==> config.mk <==
export PLATFORM = sky130hd
export DESIGN_NAME = debug_value_sched_flat
export DESIGN_NICKNAME = d
export VERILOG_FILES = /design/src/rtl/debug_value_sched_if.sv /design/src/rtl/debug_value_sched.sv /design/src/flat_wrapper.sv
export SDC_FILE = /design/constraint.sdc
export NUM_CORES = 1
export LEC_CHECK = 0
export CAP_MARGIN = 20
export CORE_ASPECT_RATIO = 1.75
export CORE_MARGIN = 2
export CORE_UTILIZATION = 49
export CTS_CLUSTER_SIZE = 10
export DETAILED_ROUTE_END_ITERATION = 8
export PLACE_DENSITY_LB_ADDON = 0.3
export SYNTH_ARGS = -nofsm -noshare
export SYNTH_HDL_FRONTEND = slang
export SYNTH_SLANG_ARGS = --single-unit
==> constraint.sdc <==
create_clock -name vga_clk -period 6 [get_ports vga_clk]
set_clock_uncertainty 0.15 [all_clocks]
set_input_delay 0.9 -clock vga_clk [delete_from_list [all_inputs] [get_ports vga_clk]]
set_output_delay 0.9 -clock vga_clk [all_outputs]
set_load 0.005 [all_outputs]
==> src/rtl/debug_value_sched_if.sv <==
// Bus between the debug value scheduler and its neighbours: button levels and
// scan position in, bulk load handshake, displayed value and status out.
interface debug_value_sched_if #(
    parameter int NUM_DIGITS = 16
);
    localparam int W = 4 * NUM_DIGITS;

    logic [NUM_DIGITS-1:0] btns;
    logic [9:0]            x_pos;
    logic [9:0]            y_pos;

    // Load handshake: a transfer happens on every rising vga_clk edge where
    // load_valid && load_ready. Once raised, load_valid and load_data are held
    // stable by the source until that edge; load_ready may drop at any time and
    // carries no commitment while load_valid is low.
    logic                  load_valid;
    logic [W-1:0]          load_data;
    logic                  load_ready;

    logic [W-1:0]          disp_value;
    logic                  frame_tick;
    logic                  busy;
    // Current scheduler state: 0 IDLE, 1 SCAN, 2 WAIT_VB, 3 COMMIT.
    logic [1:0]            dbg_state;

    modport master (
        output btns, x_pos, y_pos, load_valid, load_data,
        input  load_ready, disp_value, frame_tick, busy, dbg_state
    );

    modport slave (
        input  btns, x_pos, y_pos, load_valid, load_data,
        output load_ready, disp_value, frame_tick, busy, dbg_state
    );
endinterface

==> src/rtl/debug_value_sched.sv <==
// Owns the hex value shown on the debug page. Button presses become per-digit
// increment requests, a bulk load overwrites the whole value, and all changes
// land in a working copy that is copied to the displayed value only during
// vertical blanking.
module debug_value_sched #(
    parameter int                      NUM_DIGITS  = 16,
    parameter int                      V_ACTIVE    = 480,
    parameter logic [4*NUM_DIGITS-1:0] RESET_VALUE = (4*NUM_DIGITS)'(64'h1234)
) (
    input  logic               vga_clk,
    input  logic               vga_rst,
    debug_value_sched_if.slave bus
);
    localparam int              W          = 4 * NUM_DIGITS;
    localparam int              IW         = (NUM_DIGITS > 1) ? $clog2(NUM_DIGITS) : 1;
    localparam logic [IW-1:0]   IDX_LAST   = IW'(NUM_DIGITS - 1);
    localparam logic [9:0]      V_ACTIVE_Y = 10'(V_ACTIVE);

    typedef enum logic [1:0] {
        IDLE    = 2'd0,
        SCAN    = 2'd1,
        WAIT_VB = 2'd2,
        COMMIT  = 2'd3
    } state_t;

    state_t                state;
    logic [IW-1:0]         idx;
    logic [NUM_DIGITS-1:0] btn_s1;
    logic [NUM_DIGITS-1:0] btn_s2;
    logic [NUM_DIGITS-1:0] btn_s3;
    logic [NUM_DIGITS-1:0] btn_edge;
    logic [NUM_DIGITS-1:0] pending;
    logic [NUM_DIGITS-1:0] pending_nxt;
    logic [W-1:0]          work;
    logic [W-1:0]          work_nxt;
    logic [W-1:0]          disp_q;
    logic                  frame_tick_q;
    logic                  busy_q;
    logic                  commit_req;
    logic                  vblank;
    logic                  vblank_q;
    logic                  vb_rise;
    logic                  load_accept;
    logic                  unused_x_pos;

    // The renderer owns the column position; it does not affect scheduling.
    assign unused_x_pos = ^bus.x_pos;

    assign vblank      = (bus.y_pos >= V_ACTIVE_Y);
    assign vb_rise     = vblank && !vblank_q;
    assign btn_edge    = btn_s2 & ~btn_s3;
    assign load_accept = bus.load_valid && (state == IDLE);

    assign bus.load_ready = (state == IDLE);
    assign bus.disp_value = disp_q;
    assign bus.frame_tick = frame_tick_q;
    assign bus.busy       = busy_q;
    assign bus.dbg_state  = state;

    // Two-flop synchroniser plus one history flop per button, and the
    // registered blanking level used to find the start of blanking.
    always_ff @(posedge vga_clk or posedge vga_rst) begin
        if (vga_rst) begin
            btn_s1   <= '0;
            btn_s2   <= '0;
            btn_s3   <= '0;
            vblank_q <= 1'b0;
        end else begin
            btn_s1   <= bus.btns;
            btn_s2   <= btn_s1;
            btn_s3   <= btn_s2;
            vblank_q <= vblank;
        end
    end

    // Next working value and request set: the scanned digit consumes its
    // request first, a load replaces everything, and fresh edges are OR-ed in
    // last so a press arriving in the same cycle is never lost.
    always_comb begin
        work_nxt    = work;
        pending_nxt = pending;
        if ((state == SCAN) && pending[idx]) begin
            work_nxt[{idx, 2'b00} +: 4] = work[{idx, 2'b00} +: 4] + 4'd1;
            pending_nxt[idx]            = 1'b0;
        end
        if (load_accept) begin
            work_nxt    = bus.load_data;
            pending_nxt = '0;
        end
        pending_nxt = pending_nxt | btn_edge;
    end

    // Scheduler. The display copy and frame_tick are loaded on the transition
    // into COMMIT so that both are visible during the COMMIT cycle itself.
    always_ff @(posedge vga_clk or posedge vga_rst) begin
        if (vga_rst) begin
            state        <= IDLE;
            idx          <= '0;
            work         <= RESET_VALUE;
            pending      <= '0;
            disp_q       <= RESET_VALUE;
            frame_tick_q <= 1'b0;
            busy_q       <= 1'b0;
            commit_req   <= 1'b0;
        end else begin
            work         <= work_nxt;
            pending      <= pending_nxt;
            frame_tick_q <= 1'b0;
            if (load_accept) begin
                commit_req <= 1'b1;
            end
            case (state)
                IDLE: begin
                    if (vb_rise && ((|pending) || commit_req || load_accept)) begin
                        state  <= SCAN;
                        idx    <= '0;
                        busy_q <= 1'b1;
                    end
                end
                SCAN: begin
                    if (idx == IDX_LAST) begin
                        if (vblank) begin
                            state        <= COMMIT;
                            disp_q       <= work_nxt;
                            frame_tick_q <= 1'b1;
                            commit_req   <= 1'b0;
                        end else begin
                            state <= WAIT_VB;
                        end
                    end else begin
                        idx <= idx + IW'(1);
                    end
                end
                WAIT_VB: begin
                    if (vb_rise) begin
                        state        <= COMMIT;
                        disp_q       <= work;
                        frame_tick_q <= 1'b1;
                        commit_req   <= 1'b0;
                    end
                end
                COMMIT: begin
                    state  <= IDLE;
                    busy_q <= 1'b0;
                end
                default: begin
                    state <= IDLE;
                end
            endcase
        end
    end
endmodule

==> src/flat_wrapper.sv <==
// flat-port wrapper written by rule: the top's interface ports become plain ports
module debug_value_sched_flat 
#(
    parameter int                      NUM_DIGITS  = 16,
    parameter int                      V_ACTIVE    = 480,
    parameter logic [4*NUM_DIGITS-1:0] RESET_VALUE = (4*NUM_DIGITS)'(64'h1234)
)
  (vga_clk, vga_rst, bus_btns, bus_x_pos, bus_y_pos, bus_load_valid, bus_load_data, bus_load_ready, bus_disp_value, bus_frame_tick, bus_busy, bus_dbg_state);
  debug_value_sched_if #(.NUM_DIGITS(NUM_DIGITS)) bus_i ();
  input  logic vga_clk;
  input  logic vga_rst;
  input wire logic [$bits(bus_i.btns)-1:0] bus_btns;
  input wire logic [$bits(bus_i.x_pos)-1:0] bus_x_pos;
  input wire logic [$bits(bus_i.y_pos)-1:0] bus_y_pos;
  input wire logic [$bits(bus_i.load_valid)-1:0] bus_load_valid;
  input wire logic [$bits(bus_i.load_data)-1:0] bus_load_data;
  output wire logic [$bits(bus_i.load_ready)-1:0] bus_load_ready;
  output wire logic [$bits(bus_i.disp_value)-1:0] bus_disp_value;
  output wire logic [$bits(bus_i.frame_tick)-1:0] bus_frame_tick;
  output wire logic [$bits(bus_i.busy)-1:0] bus_busy;
  output wire logic [$bits(bus_i.dbg_state)-1:0] bus_dbg_state;
  assign bus_i.btns = bus_btns;
  assign bus_i.x_pos = bus_x_pos;
  assign bus_i.y_pos = bus_y_pos;
  assign bus_i.load_valid = bus_load_valid;
  assign bus_i.load_data = bus_load_data;
  assign bus_load_ready = bus_i.load_ready;
  assign bus_disp_value = bus_i.disp_value;
  assign bus_frame_tick = bus_i.frame_tick;
  assign bus_busy = bus_i.busy;
  assign bus_dbg_state = bus_i.dbg_state;
  debug_value_sched #(.NUM_DIGITS(NUM_DIGITS), .V_ACTIVE(V_ACTIVE), .RESET_VALUE(RESET_VALUE)) u_core (.vga_clk(vga_clk), .vga_rst(vga_rst), .bus(bus_i));
endmodule
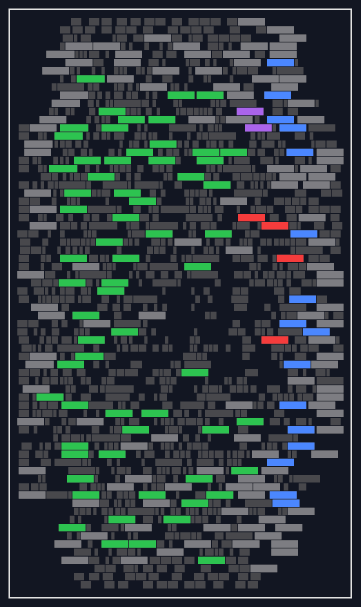
(images/flops_by_reg.png)
Scale: 3 px per µm. Other sequential cells in the stronger gray, the rest of the logic in the fainter gray.
| name in the netlist | color | placed flops |
|---|---|---|
| `u_core.pending` | blue | 16 |
| `u_core.work` | green | 64 |
| `u_core.idx` | red | 4 |
| `u_core.bus.dbg_state` | purple | 2 |
not colored: 116

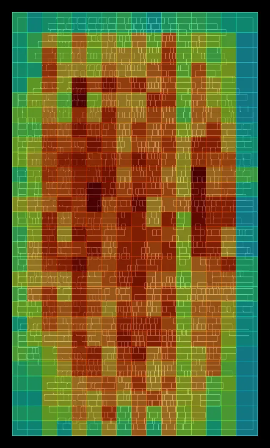
(images/congestion.png)
met2 GRT Util: 53.7%
post-route core utilization: 61.3%
met1 usage: 36.1%

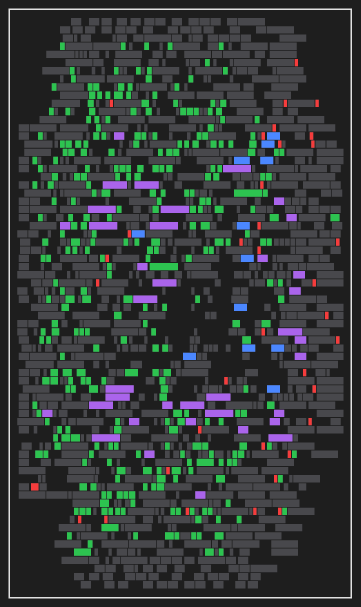
(images/logic_types.png)
Scale: 3 px per µm.
| family | color | cells |
|---|---|---|
| mux cells | purple | 37 |
| inv cells | red | 36 |
| aoi and oai cells | green | 310 |
| fa/ha/maj cells | blue | 12 |

==> results.txt <==
Implementation results

The run finished with clean final reports. The worst register-to-register path has a setup slack of 1730 ps. Per the TritonCTS log, the buffer count is 24. The number of buffer cells added on primary ports is 156. The origin of the worst setup path is u_core.idx[0]. The area growth from synthesis to layout is 23.7%. The cell at the root of the clock tree is clkbuf_16. The family with the most delay on the worst path is AND-OR/OR-AND gates. The final wirelength is 35700 µm. In this run, placement finished with an instance count of 1441. The violation tally from detailed-route iteration zero is 945. Power comes to 7.38 mW. The top-level port count is 172. Hold analysis lists the worst path endpoint as u_core.btn_s2[15]. The residual DRC count is 0.

The achievable clock frequency is 0.234 GHz. The highest-count logic cell in the final layout is dfrtp_1. The most common cell in the synthesized netlist is dfrtp_1.

The length of routed wiring on met1 is 12200 µm. Per the synth stats, the proportion of register bits with asynchronous set or reset is 100%. The largest net degree at the start of global routing is 164. The initial cell density of the core is 49.6%. The number of maximum-capacitance constraint violations is 0. The placeable core region is 20800 µm². The sum of negative setup slack is 0 ps. For this block, the via count after detailed routing is 9581. The leakage dissipation is 5.11 nW.

For reference, the most critical setup path is categorized as reg -> reg. In this run the tools logged warnings totalling 52. The worst hold margin is 196 ps. The antenna diode count is 0.
## final cells by class
type                            instances  area (µm²)
Clock buffer                           43         693
Clock inverter                          1        8.76
Fill cell                            1812        8030
Inverter                               36         139
Multi-Input combinational cell        772        4750
Sequential cell                       202        5070
Tap cell                              252         315
Timing Repair Buffer                  180        1750
## stage by stage
step / instance area [µm²] / worst slack [ps] / utilization, %
2_1_floorplan: 10300 / 2340 / -
3_3_place_gp: 12000 / 1810 / 57.9
3_5_place_dp: 12000 / 1780 / 57.9
4_1_cts: 12700 / 1740 / 61.3
5_1_grt: 12700 / 1550 / 61.3
6_report: 12700 / 1730 / 61.3
## kinds of logic after synthesis
group / share of synthesized area [%]
compound gates: 22.4
buf+inv: 4.86
xor+xnor: 0.170
flops: 49.3
simple gates: 15.7
fa+ha+maj: 1.46
mux: 6.13
## sequential cells by signal, indices dropped and copies added (netlist names)
| signal | flops |
|---|---|
| u_core.bus.dbg_state | 2 |
| u_core.pending | 16 |
| u_core.idx | 4 |
| u_core.bus.frame_tick | 1 |
| u_core.vblank_q | 1 |
| u_core.btn_s2 | 16 |
| u_core.bus.disp_value | 64 |
| u_core.work | 64 |
| u_core.commit_req | 1 |
| u_core.btn_s3 | 16 |
| u_core.bus.busy | 1 |
| u_core.btn_s1 | 16 |
## report_power, final
group / leakage (nW) / switching (mW) / internal (mW) / total [mW]
logic: 2.43 / 2.17 / 1.46 / 3.62
registers: 2.34 / 0.509 / 1.91 / 2.42
clock network: 0.333 / 0.564 / 0.775 / 1.34
total: 5.11 / 3.24 / 4.15 / 7.38
## worst reg2reg max path, cell delays in order (launching register included)
cell and delay [ps]:
dfrtp_1 820, mux4_1 700, a22o_1 230, a221oi_4 440
inv_2 220, ha_1 700, nand2_1 320, a31o_2 320
a221oi_1 270
Power is estimated from default activity; no workload was simulated.
